Sequential cells grouped by signal name:
The bar under the picture is 20 um long. Other sequential cells in the stronger grey, the rest of the logic in the fainter grey.
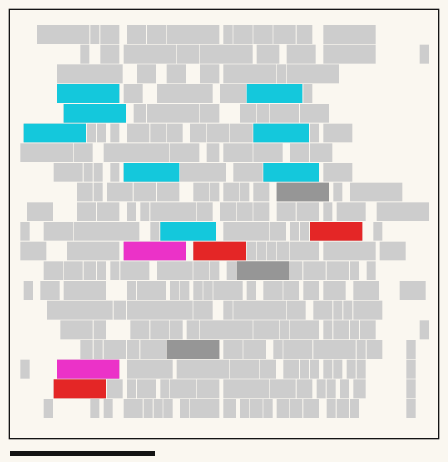
Logic cells by family:
The bar under the picture is 20 um long.
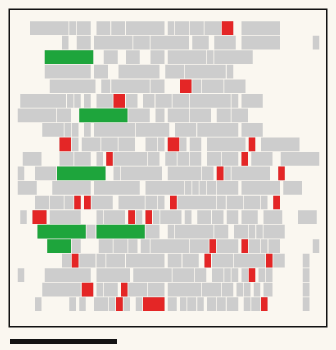
Routed metal, one colour a layer:
The bar under the picture is 20 um long.
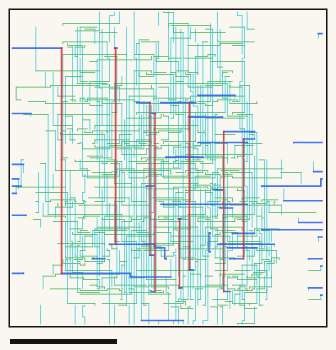
## src/rtl/mbist_pattern_encoder.sv

```systemverilog
// mbist_pattern_encoder
//   Read-side MBIST checker. It encodes memory read data back to a 3-bit
//   background index and compares it with the expected index. It counts
//   mismatches in a saturating counter, keeps a sticky fail flag, and gives a
//   pass/fail verdict at the end of each session (IDLE -> RUN -> DRAIN -> DONE).
//
//   Optional feature macro: MBIST_FAIL_LOG_EN
//     When defined, the address and data of the first mismatching beat are
//     logged. When undefined, fail_addr and fail_data are tied to 0.
//
// Ports
//   clk, rst       clock; synchronous active-high reset
//   start, end_in  session start (also restarts a session) / last beat marker
//   rd_valid       rd_data, rd_addr and exp_q are valid this cycle
//   rd_data        8-bit read data
//   rd_addr        read address
//   exp_q          expected index
//   q_out          encoded index of the last accepted beat (7 = invalid)
//   q_valid        1-cycle pulse: q_out and mismatch updated
//   mismatch       last accepted beat failed
//   err_cnt        saturating mismatch count for this session
//   fail_flag      sticky: any mismatch this session
//   busy           session in RUN or DRAIN
//   result_valid   verdict available (DONE)
//   pass           in DONE: no mismatches
//   fail_addr      address of the first mismatch
//   fail_data      data of the first mismatch
module mbist_pattern_encoder #(
  parameter int ADDR_W = 8,
  parameter int CNT_W  = 8
) (
  input  logic              clk,
  input  logic              rst,
  input  logic              start,
  input  logic              end_in,
  input  logic              rd_valid,
  input  logic [7:0]        rd_data,
  input  logic [ADDR_W-1:0] rd_addr,
  input  logic [2:0]        exp_q,
  output logic [2:0]        q_out,
  output logic              q_valid,
  output logic              mismatch,
  output logic [CNT_W-1:0]  err_cnt,
  output logic              fail_flag,
  output logic              busy,
  output logic              result_valid,
  output logic              pass,
  output logic [ADDR_W-1:0] fail_addr,
  output logic [7:0]        fail_data
);

  typedef enum logic [1:0] {IDLE, RUN, DRAIN, DONE} state_t;

  state_t           state_q, state_d;
  logic [2:0]       q_out_q, q_out_d;
  logic             q_valid_q, q_valid_d;
  logic             mismatch_q, mismatch_d;
  logic [CNT_W-1:0] err_cnt_q, err_cnt_d;
  logic             fail_flag_q, fail_flag_d;

  logic [2:0] enc;
  logic       beat_bad;
  logic       accept;
  logic       clr;
  logic       first_fail;

  always_comb begin
    enc = 3'b111;
    case (rd_data)
      8'b1010_1010: enc = 3'b000;
      8'b0101_0101: enc = 3'b001;
      8'b1111_0000: enc = 3'b010;
      8'b0000_1111: enc = 3'b011;
      8'b0000_0000: enc = 3'b100;
      8'b1111_1111: enc = 3'b101;
      default:      enc = 3'b111;
    endcase
  end

  // Expected indices 110 and 111 are illegal, so they always fail.
  assign beat_bad = (enc != exp_q) || (exp_q[2:1] == 2'b11);

  // A start in RUN restarts the session and takes priority over the beat.
  assign accept     = (state_q == RUN) && rd_valid && !start;
  assign first_fail = accept && beat_bad && !fail_flag_q;

  always_comb begin
    state_d     = state_q;
    q_out_d     = q_out_q;
    q_valid_d   = 1'b0;
    mismatch_d  = mismatch_q;
    err_cnt_d   = err_cnt_q;
    fail_flag_d = fail_flag_q;
    clr         = 1'b0;

    case (state_q)
      IDLE:  if (start) begin state_d = RUN; clr = 1'b1; end
      RUN: begin
        if (start)       begin state_d = RUN; clr = 1'b1; end
        else if (end_in) state_d = DRAIN;
      end
      DRAIN: state_d = DONE;
      DONE:  if (start) begin state_d = RUN; clr = 1'b1; end
      default: state_d = IDLE;
    endcase

    if (clr) begin
      err_cnt_d   = '0;
      fail_flag_d = 1'b0;
    end else if (accept) begin
      q_out_d    = enc;
      q_valid_d  = 1'b1;
      mismatch_d = beat_bad;
      if (beat_bad) begin
        fail_flag_d = 1'b1;
        if (err_cnt_q != {CNT_W{1'b1}}) err_cnt_d = err_cnt_q + 1'b1;
      end
    end
  end

  always_ff @(posedge clk) begin
    if (rst) begin
      state_q     <= IDLE;
      q_out_q     <= '0;
      q_valid_q   <= 1'b0;
      mismatch_q  <= 1'b0;
      err_cnt_q   <= '0;
      fail_flag_q <= 1'b0;
    end else begin
      state_q     <= state_d;
      q_out_q     <= q_out_d;
      q_valid_q   <= q_valid_d;
      mismatch_q  <= mismatch_d;
      err_cnt_q   <= err_cnt_d;
      fail_flag_q <= fail_flag_d;
    end
  end

`ifdef MBIST_FAIL_LOG_EN
  logic [ADDR_W-1:0] fail_addr_q, fail_addr_d;
  logic [7:0]        fail_data_q, fail_data_d;

  always_comb begin
    fail_addr_d = fail_addr_q;
    fail_data_d = fail_data_q;
    if (clr) begin
      fail_addr_d = '0;
      fail_data_d = '0;
    end else if (first_fail) begin
      fail_addr_d = rd_addr;
      fail_data_d = rd_data;
    end
  end

  always_ff @(posedge clk) begin
    if (rst) begin
      fail_addr_q <= '0;
      fail_data_q <= '0;
    end else begin
      fail_addr_q <= fail_addr_d;
      fail_data_q <= fail_data_d;
    end
  end

  assign fail_addr = fail_addr_q;
  assign fail_data = fail_data_q;
`else
  // No logging: the address and the first-fail qualifier have no sink.
  logic unused_log;
  assign unused_log = ^{rd_addr, first_fail};
  assign fail_addr  = '0;
  assign fail_data  = '0;
`endif

  assign q_out        = q_out_q;
  assign q_valid      = q_valid_q;
  assign mismatch     = mismatch_q;
  assign err_cnt      = err_cnt_q;
  assign fail_flag    = fail_flag_q;
  assign busy         = (state_q == RUN) || (state_q == DRAIN);
  assign result_valid = (state_q == DONE);
  assign pass         = (state_q == DONE) && (err_cnt_q == '0);

endmodule

```

## config.mk

```make
export PLATFORM = sky130hd
export DESIGN_NAME = mbist_pattern_encoder
export DESIGN_NICKNAME = d
export VERILOG_FILES = /design/src/rtl/mbist_pattern_encoder.sv
export SDC_FILE = /design/constraint.sdc
export NUM_CORES = 1
export LEC_CHECK = 0
export ABC_AREA = 1
export CORE_UTILIZATION = 36
export DETAILED_ROUTE_END_ITERATION = 10
export GPL_ROUTABILITY_DRIVEN = 0
export PLACE_DENSITY = 0.86
export SETUP_SLACK_MARGIN = 0.02
export SLEW_MARGIN = 20
export SYNTH_ARGS = -nofsm -noshare
export SYNTH_HDL_FRONTEND = slang
export SYNTH_SLANG_ARGS = --single-unit
```

## constraint.sdc

```tcl
create_clock -name clk -period 1.3 [get_ports clk]
set_input_delay 0.13 -clock clk [delete_from_list [all_inputs] [get_ports clk]]
set_output_delay 0.13 -clock clk [all_outputs]
set_load 0.05 [all_outputs]
```

==> impl_metrics.json <==
{
  "status": "finished, violations left",
  "violations": "setup timing",
  "coreArea_um2": 3080,
  "r2r_slack_ns": -0.24,
  "initCoreUtil_pct": 38.2,
  "warnings": 41,
  "post-route-period-util_pct": 122,
  "ys_sh_xor_pct": 5.21,
  "rows": 20,
  "placed_cell_area_um2": 1900,
  "met2_length_um": 2300,
  "grt_max_degree": 10,
  "reg2reg_from": "err_cnt[1]",
  "cts.hold.buffers_added": 0,
  "area_growth_pct": 93.1,
  "grt_overflow": 0,
  "p_int_w": 0.00101,
  "crit_end": "err_cnt[5]",
  "fin_ws_ns": -0.288,
  "yosys.stat.seqShare_pct": 27.2,
  "dp_slack_ns": -0.678,
  "p_clk_w": 0.000355,
  "cts-root-buf": "clkbuf_4",
  "p_comb_w": 0.000784,
  "track_usage_pct": 22.5,
  "io_pins": 57,
  "drt.antenna.violating_nets": 0,
  "wl_um": 4410,
  "critPathCaptureType": "flop",
  "syn_area_um2": 1180,
  "drive_above_1_share_pct": 51.4,
  "dieArea_um2": 3500,
  "clkTransAtPathRegs_ns": 0.09,
  "antenna_found_initial": 0,
  "clockPowerShare_pct": 21.0,
  "synth-simple-area-share_pct": 32.2,
  "final_cells": 289,
  "worst_setup_path_start_kind": "primary input",
  "p_total_w": 0.00169,
  "final_cell_area_um2": 2270,
  "cts-resized-gates": 29,
  "p_sw_w": 0.000674,
  "setup_viol": 17,
  "drc": 0,
  "highest_layer": "met4",
  "top_power_group": "combinational cells",
  "drv_slew": 0,
  "final_nets": 276,
  "io_buffers": 32,
  "crit_type": "in2reg"
}
Notes on 'sequential cells grouped by signal name' above:
- state_q: magenta (sequential cells 2)
- err_cnt: cyan (sequential cells 8)
- q_out: red (sequential cells 3)
- not coloured: 3

Notes on 'logic cells by family' above:
- inv cells: red (cells 28)
- fa/ha/maj cells: green (cells 6)

Notes on 'routed metal, one colour a layer' above:
- metal 3: blue (wire length 215 um)
- metal 4: red (wire length 237 um)
- metal 1: green (wire length 1,660 um)
- metal 2: cyan (wire length 2,300 um)

-- critical path, cell delays in order --
cell,delay [ns]
clkdlybuf4s15_1,0.24
nand2_1,0.09
inv_1,0.07
nand2_1,0.11
nor2_2,0.22
nor2_4,0.06
nand2_4,0.09
nand2_4,0.06
nand2_2,0.06
nand2_2,0.07
nor2_4,0.13
nand2_4,0.11
nand3_4,0.13
nand2_2,0.09
a21oi_2,0.14
-- per-stage QoR --
stage          hold slack, ns  utilization, %
6_report                0.363            73.8
5_1_grt                 0.390            73.8
4_1_cts                 0.506            68.1
2_1_floorplan           0.199               -
3_5_place_dp            0.491            61.6
3_3_place_gp            0.480            61.6
-- worst min path at each step --
stage               cells past startpoint        from        end  slack [ns]
finish                                  6  rd_data[0]   q_out[1]        0.36
floorplan                               1         rst   mismatch        0.20
global placement                        2   fail_flag  fail_flag        0.48
detailed placement                      2   fail_flag  fail_flag        0.49
CTS                                     2   fail_flag  fail_flag        0.51
global route                            7  rd_data[3]   q_out[1]        0.39
-- synth_stat cells (all sizes together) --
cell type and n:
nand3 10, nor2 28, o21ai 6, xnor2 2
nand2 37, conb 1, a21oi 14, nor4 1
o211ai 1, xor2 5, clkinv 2, inv 25
buf 17, ha 6, dfxtp 16, nand4 7
-- final cells by class --
cell class / count / area [um2]
Tap cell: 44 / 55.1
Inverter: 27 / 125
Multi-Input combinational cell: 135 / 992
Timing Repair Buffer: 62 / 711
Sequential cell: 16 / 345
Clock buffer: 4 / 36.3
Timing Repair inverter: 1 / 6.26
Fill cell: 205 / 807
-- kinds of logic after synthesis --
logic type / count (synthesis)
AOI/OAI and AO/OA: 21
xor gates and xnor gates: 7
adders and majority gates: 6
buffers and inverters: 44
DFF: 16
other: 1
and+or+nand+nor: 83
